### config.mk
export PLATFORM = sky130hd
export DESIGN_NAME = mac_csr_responder
export DESIGN_NICKNAME = d
export VERILOG_FILES = /design/src/rtl/mac_csr_pkg.sv /design/src/rtl/mac_csr_regfile.sv /design/src/rtl/mac_csr_responder.sv
export SDC_FILE = /design/constraint.sdc
export NUM_CORES = 1
export LEC_CHECK = 0
export ABC_CLOCK_PERIOD_IN_PS = 6000
export CORE_MARGIN = 3
export CORE_UTILIZATION = 35
export DETAILED_ROUTE_END_ITERATION = 10
export GPL_TIMING_DRIVEN = 0
export PLACE_DENSITY_LB_ADDON = 0.1
export SLEW_MARGIN = 20
export SYNTH_ARGS = -nofsm -noshare
export SYNTH_HDL_FRONTEND = slang
export SYNTH_SLANG_ARGS = --single-unit
### constraint.sdc
create_clock -name clockCore -period 6 [get_ports clockCore]
set_clock_uncertainty 0.15 [all_clocks]
set_input_delay 1.2 -clock clockCore [delete_from_list [all_inputs] [get_ports clockCore]]
set_output_delay 1.2 -clock clockCore [all_outputs]
set_load 0.01 [all_outputs]
### src/rtl/mac_csr_pkg.sv
// rtl/mac_csr_pkg.sv - shared register indices, FSM encoding and constants for the MAC CSR responder
package mac_csr_pkg;

   // Register word indices as decoded from macCsrAddress[15:0]
   localparam logic [15:0] IDX_ID         = 16'd0;
   localparam logic [15:0] IDX_CTRL       = 16'd1;
   localparam logic [15:0] IDX_STATUS     = 16'd2;
   localparam logic [15:0] IDX_IRQ_MASK   = 16'd3;
   localparam logic [15:0] IDX_ACCESS_CNT = 16'd4;

   // Returned for any read beyond the decoded register range
   localparam logic [31:0] BAD_ADDR_DATA = 32'hDEAD_BEEF;

   // Access sequencer states
   typedef enum logic [1:0] {
      ST_IDLE = 2'd0,
      ST_WAIT = 2'd1,
      ST_ACK  = 2'd2
   } csrState_t;

endpackage

### src/rtl/mac_csr_regfile.sv
// rtl/mac_csr_regfile.sv - CSR decode, storage, W1C status and interrupt; optional MAC_CSR_ACCESS_CNT_EN counters
module mac_csr_regfile
   import mac_csr_pkg::*;
#(
   parameter int          NUM_REGS = 16,
   parameter logic [31:0] ID_VALUE = 32'h4D41_4301
) (
   input  logic        clockCore,
   input  logic        resetCore,
   input  logic [15:0] rdIndex,
   input  logic        wrEn,
   input  logic [15:0] wrIndex,
   input  logic [31:0] wrData,
`ifdef MAC_CSR_ACCESS_CNT_EN
   input  logic        cntRead,
   input  logic        cntWrite,
`endif
   input  logic [7:0]  eventIn,
   output logic [31:0] rdData,
   output logic [31:0] ctrlOut,
   output logic        irq
);

   localparam int          IW    = $clog2(NUM_REGS);
   localparam logic [15:0] LIMIT = 16'(NUM_REGS);
`ifdef MAC_CSR_ACCESS_CNT_EN
   // Index 4 is taken by the access counters, scratch starts above it
   localparam logic [15:0] SCRATCH_BASE = IDX_ACCESS_CNT + 16'd1;
`else
   localparam logic [15:0] SCRATCH_BASE = IDX_ACCESS_CNT;
`endif

   logic [31:0] ctrlReg;
   logic [7:0]  statusReg;
   logic [7:0]  maskReg;
   logic [7:0]  w1cMask;
   logic        wrHit;
   logic [31:0] scratchMem [NUM_REGS];

   // Out-of-range writes are simply dropped
   assign wrHit   = wrEn && (wrIndex < LIMIT);
   assign w1cMask = (wrHit && (wrIndex == IDX_STATUS)) ? wrData[7:0] : 8'd0;
   assign ctrlOut = ctrlReg;

`ifdef MAC_CSR_ACCESS_CNT_EN
   logic [15:0] writeCnt;
   logic [15:0] readCnt;

   // Saturating access counters; a write to the counter register clears both and is not counted
   always_ff @(posedge clockCore or negedge resetCore) begin
      if (!resetCore) begin
         writeCnt <= 16'd0;
         readCnt  <= 16'd0;
      end else if (wrHit && (wrIndex == IDX_ACCESS_CNT)) begin
         writeCnt <= 16'd0;
         readCnt  <= 16'd0;
      end else begin
         if (cntWrite && (writeCnt != 16'hFFFF)) writeCnt <= writeCnt + 16'd1;
         if (cntRead && (readCnt != 16'hFFFF))   readCnt  <= readCnt + 16'd1;
      end
   end
`endif

   // Read decode; upper bits of STATUS and IRQ_MASK read as zero
   always_comb begin
      rdData = BAD_ADDR_DATA;
      if (rdIndex < LIMIT) begin
         if (rdIndex == IDX_ID)            rdData = ID_VALUE;
         else if (rdIndex == IDX_CTRL)     rdData = ctrlReg;
         else if (rdIndex == IDX_STATUS)   rdData = {24'd0, statusReg};
         else if (rdIndex == IDX_IRQ_MASK) rdData = {24'd0, maskReg};
`ifdef MAC_CSR_ACCESS_CNT_EN
         else if (rdIndex == IDX_ACCESS_CNT) rdData = {readCnt, writeCnt};
`endif
         else                              rdData = scratchMem[rdIndex[IW-1:0]];
      end
   end

   // CTRL and IRQ_MASK registers
   always_ff @(posedge clockCore or negedge resetCore) begin
      if (!resetCore) begin
         ctrlReg <= 32'd0;
         maskReg <= 8'd0;
      end else begin
         if (wrHit && (wrIndex == IDX_CTRL))     ctrlReg <= wrData;
         if (wrHit && (wrIndex == IDX_IRQ_MASK)) maskReg <= wrData[7:0];
      end
   end

   // Event capture with W1C clear (a new event wins over a clear) and registered interrupt
   always_ff @(posedge clockCore or negedge resetCore) begin
      if (!resetCore) begin
         statusReg <= 8'd0;
         irq       <= 1'b0;
      end else begin
         statusReg <= (statusReg & ~w1cMask) | eventIn;
         irq       <= |(statusReg & maskReg);
      end
   end

   // Scratch storage
   always_ff @(posedge clockCore or negedge resetCore) begin
      if (!resetCore) begin
         for (int i = 0; i < NUM_REGS; i++) scratchMem[i] <= 32'd0;
      end else if (wrHit && (wrIndex >= SCRATCH_BASE)) begin
         scratchMem[wrIndex[IW-1:0]] <= wrData;
      end
   end

endmodule

### src/rtl/mac_csr_responder.sv
// rtl/mac_csr_responder.sv - MAC re-config CSR slave with programmable wait states; optional MAC_CSR_ACCESS_CNT_EN
module mac_csr_responder
   import mac_csr_pkg::*;
#(
   parameter int          NUM_REGS    = 16,
   parameter int          WAIT_CYCLES = 2,
   parameter logic [31:0] ID_VALUE    = 32'h4D41_4301
) (
   input  logic        clockCore,
   input  logic        resetCore,
   input  logic        macCsrRead,
   input  logic        macCsrWrite,
   input  logic [31:0] macCsrAddress,
   input  logic [31:0] macCsrWriteData,
   output logic [31:0] macCsrReadData,
   output logic        macCsrWaitRequest,
   input  logic [7:0]  eventIn,
   output logic [31:0] ctrlOut,
   output logic        irq
);

   localparam logic [3:0] WAIT_INIT = 4'(WAIT_CYCLES);

   csrState_t   state;
   csrState_t   nextState;
   logic [3:0]  waitCnt;
   logic [15:0] capIndex;
   logic [31:0] capData;
   logic        capWrite;
   logic        reqActive;
   logic        isWriteNow;
   logic        enterAck;
   logic [15:0] rdIndex;
   logic [31:0] rdData;
   logic        wrEn;
   logic        unusedAddrHigh;

   // Upper address bits carry no meaning for this block
   assign unusedAddrHigh = ^macCsrAddress[31:16];

   assign reqActive  = macCsrRead | macCsrWrite;
   // In IDLE the request is not yet captured, so decode straight from the bus (needed when WAIT_CYCLES is 0)
   assign rdIndex    = (state == ST_IDLE) ? macCsrAddress[15:0] : capIndex;
   assign isWriteNow = (state == ST_IDLE) ? macCsrWrite : capWrite;
   assign enterAck   = (nextState == ST_ACK) && (state != ST_ACK);
   assign wrEn       = (state == ST_ACK) && capWrite;

`ifdef MAC_CSR_ACCESS_CNT_EN
   logic accessEnd;
   logic cntRead;
   logic cntWrite;

   // An access ends either with its ack or by being abandoned during WAIT; both are counted
   assign accessEnd = (state == ST_ACK) || ((state == ST_WAIT) && !reqActive);
   assign cntWrite  = accessEnd && capWrite;
   assign cntRead   = accessEnd && !capWrite;
`endif

   // Next-state logic: abort wins over completion in WAIT
   always_comb begin
      nextState = state;
      case (state)
         ST_IDLE: if (reqActive) nextState = (WAIT_CYCLES == 0) ? ST_ACK : ST_WAIT;
         ST_WAIT: begin
            if (!reqActive)           nextState = ST_IDLE;
            else if (waitCnt <= 4'd1) nextState = ST_ACK;
         end
         ST_ACK:  nextState = ST_IDLE;
         default: nextState = ST_IDLE;
      endcase
   end

   // State register and registered wait request, low only while in ACK
   always_ff @(posedge clockCore or negedge resetCore) begin
      if (!resetCore) begin
         state             <= ST_IDLE;
         macCsrWaitRequest <= 1'b1;
      end else begin
         state             <= nextState;
         macCsrWaitRequest <= (nextState != ST_ACK);
      end
   end

   // Request capture and wait-state countdown
   always_ff @(posedge clockCore or negedge resetCore) begin
      if (!resetCore) begin
         waitCnt  <= 4'd0;
         capIndex <= 16'd0;
         capData  <= 32'd0;
         capWrite <= 1'b0;
      end else if ((state == ST_IDLE) && reqActive) begin
         waitCnt  <= WAIT_INIT;
         capIndex <= macCsrAddress[15:0];
         capData  <= macCsrWriteData;
         capWrite <= macCsrWrite;
      end else if (state == ST_WAIT) begin
         waitCnt  <= (nextState == ST_WAIT) ? (waitCnt - 4'd1) : 4'd0;
      end
   end

   // Read data is registered as the access enters ACK
   always_ff @(posedge clockCore or negedge resetCore) begin
      if (!resetCore) begin
         macCsrReadData <= 32'd0;
      end else if (enterAck && !isWriteNow) begin
         macCsrReadData <= rdData;
      end
   end

   mac_csr_regfile #(
      .NUM_REGS (NUM_REGS),
      .ID_VALUE (ID_VALUE)
   ) regfile (
      .clockCore (clockCore),
      .resetCore (resetCore),
      .rdIndex   (rdIndex),
      .wrEn      (wrEn),
      .wrIndex   (capIndex),
      .wrData    (capData),
`ifdef MAC_CSR_ACCESS_CNT_EN
      .cntRead   (cntRead),
      .cntWrite  (cntWrite),
`endif
      .eventIn   (eventIn),
      .rdData    (rdData),
      .ctrlOut   (ctrlOut),
      .irq       (irq)
   );

endmodule

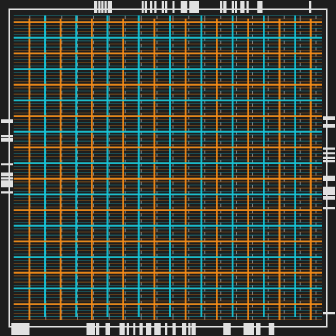
*Floorplan with the power grid*
Pins as bars on the die edge. Tap cells in gray.
[VSS] orange
[VDD] cyan
met4 straps: 19
met5 straps: 19
Core Area: 70600 um2
height of the die: 274 um
peak ir drop on the vdd network: 0.000200 V

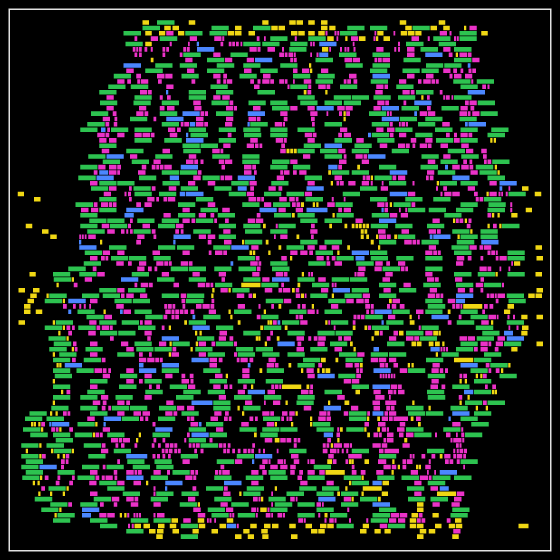
*Cell classes on the final placement*
[combinational and other logic] magenta | cells: 1193 | share of their area: 32%
[clock drivers and dummy loads] blue | cells: 124 | share of their area: 7.9%
[sequential cells] green | cells: 597 | share of their area: 52%
[remaining buffers and delay cells] yellow | cells: 371 | share of their area: 8.6%
Seq/total area: 49.5%
row count: 97
finished layout cell area: 30200 um2
final standard cell utilization of the core: 42.7%

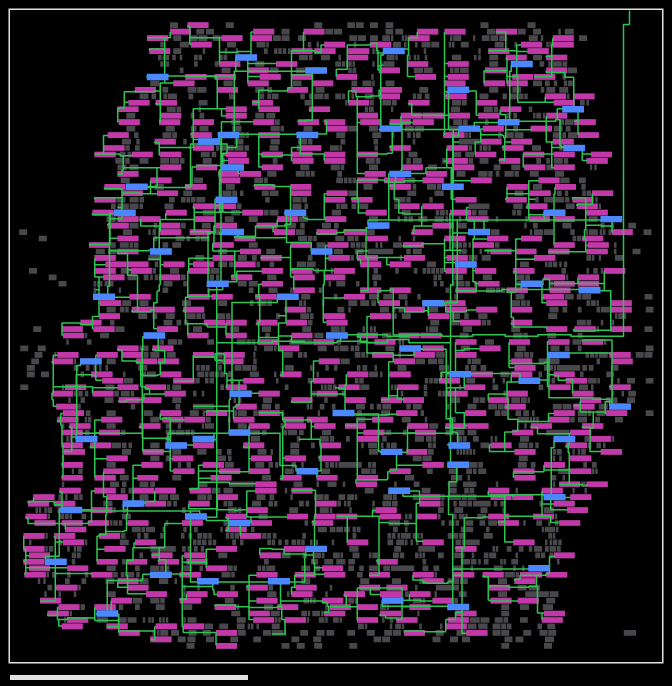
*Clock distribution*
The bar under the picture is 100 um long.
[clock wires] green | length: 8160 um
[clock drivers] blue | count: 69
[flip-flops] magenta | count: 597
flops lie: spread over the die
P_clk: 4.23 mW
Clk network pwr share: 31.2%
source-to-sink clock delay at the later pin of the worst-skew pair: 0.61 ns

==> notes.md <==
Implementation numbers.

- The run finished with clean final reports.
- The average instance area after synthesis is 12.4 um2.
- The routing usage on met1 is 33.6%.
- The register with the most flip-flops in the layout has 460 of them.
- In this run the cell area of the synthesized design comes to 25200 um2.
- In this run, distinct cell masters in the synthesized netlist total 61.
- OpenSTA lists the critical path startpoint as macCsrAddress[1].
- The clock-pin slew on the worst setup and hold paths is 0.06 ns.
- The overflow left after global routing is 0.
- Endpoints failing hold in the final report were tallied at 0.
- For this design the static power due to leakage is 14.1 nW.
- Counting the inverters off the clock network in the layout gives 4.
- The first global-routing pass estimated 130000 um of wire.
- After synthesis, the most frequently instantiated cells are 596 x sky130_fd_sc_hd__dfrtp_1, 406 x sky130_fd_sc_hd__mux2_2, 221 x sky130_fd_sc_hd__o22ai_1.
- The worst register-to-register path depth is 7.
- The core utilization before placement is 35.7%.
- The share of cells above drive strength 1 is 27.3%.
- The most common logic cells in the final layout are 596 x sky130_fd_sc_hd__dfrtp_1, 406 x sky130_fd_sc_hd__mux2_2, 221 x sky130_fd_sc_hd__o22ai_1.
- The global-route layer with the greatest usage is met2.
- The met3 wire length is 4660 um.
- The biggest cell delay along the critical path is 0.77 ns.
- The cell count after synthesis is 2027.
- sky130_fd_sc_hd__dfrtp_1 is the most common cell in the netlist.
- The multi-input gate area in the final layout is 9260 um2.
- The yosys synthesis chip area is 25200 um2.
- The most prevalent standard cell on the critical path is sky130_fd_sc_hd__buf_2.
- Max fanout on the critical path was recorded as 10.
- Per the final report, the share of cell area in non-clock buffers is 8.22%.
- After layout, the clock buffer instance count stands at 101.
- Counting only logic cells after layout, the most numerous master is sky130_fd_sc_hd__dfrtp_1.
- STA reports the tightest min-delay check as being of type reg2reg.
- Once detailed placement completed, the half-perimeter wirelength came to 62200 um.
- Detailed routing inserted a total of 17983 vias.
- The flip-flop and latch count after synthesis is 597.
- STA classifies the critical path startpoint as an input port.
- Measured on the final layout, the clock distribution area share stands at 7.59%.
- Sorting the synthesized cells by area gives the leading types as sky130_fd_sc_hd__dfrtp_1 59%, sky130_fd_sc_hd__mux2_2 18%, sky130_fd_sc_hd__o22ai_1 5.5%, sky130_fd_sc_hd__clkbuf_1 2.4%, sky130_fd_sc_hd__nand2_1 2.0%.
- The number of buffer and inverter stages on the critical path is 4.
- The I/O pin count is 142.
- Between the synthesized netlist and the finished layout, the area growth was recorded as 19.7%.
- Checking max transition, the worst relative margin is 19.7%.
- The last timing report of the flow puts the setup violation total at 0.
- Setup slack closes at 1.49 ns.
- The number of slew-limit violations in the final report is 0.
- The power per unit of standard cell area is 450 nW/um2.
- The category of cells accounting for the largest share of critical-path delay is buffers and inverters.
- The number of antenna violations at the first check in global routing is 2.
- The wire length on met1 is 41300 um.
- The post-cts hold-fix buffer tally is 0.
- According to the timing report, the arrival time at the worst endpoint equals 4.86 ns.
- The number of buffers inserted during clock tree synthesis is 69.
- The startpoint-to-endpoint class of the critical path is in2reg.
- Setup repair after global routing left no endpoint under its margin.
- For this run, the register share of the synthesized area comes to 59.3%.
- The count of inserted antenna diode cells is 2.
- The setup slack after placement is 1.01 ns.
- TritonCTS built the clock tree.
- The end point of the worst hold path is regfile.scratchMem[505].
- The number of global-route vias before repair is 18485.
- The clock tree root buffer cell is sky130_fd_sc_hd__clkbuf_16.
- The worst setup path endpoint is macCsrReadData[28].
- The met3 track utilization from global routing is 3.54%.
- The total die size is 75200 um2.
- Routability-driven placement finished with a final weighted congestion of 0.817.
- TritonRoute reported its final design rule violation total as 0.
- CTS saw 597 sinks.
- The reg-to-reg critical path startpoint is state[0].
- Counting the fill cells in the layout gives 6603.
- The H-tree was split into 3 levels.
- For this run, the leading register cell type out of synthesis is sky130_fd_sc_hd__dfrtp_1.
[power breakdown]
group,internal [mW],total (mW),leakage [nW],switching [mW]
Clock,2.53,4.23,1.14,1.71
Sequential,4.26,4.56,8.10,0.295
Combinational,1.34,4.78,4.88,3.44
[metrics by stage]
stage | power, mW | hold slack (ns) | utilization (%) | area [um2]
after global routing | 14.2 | 0.323 | 42.7 | 30200
after floorplan | 7.05 | 0.279 | - | 25200
after CTS | 13.6 | 0.310 | 42.7 | 30100
after global placement | 9.31 | 0.290 | 39.1 | 27600
final | 13.6 | 0.305 | 42.7 | 30200
after detailed placement | 9.34 | 0.297 | 39.4 | 27900
Power and IR drop assume default switching activity.
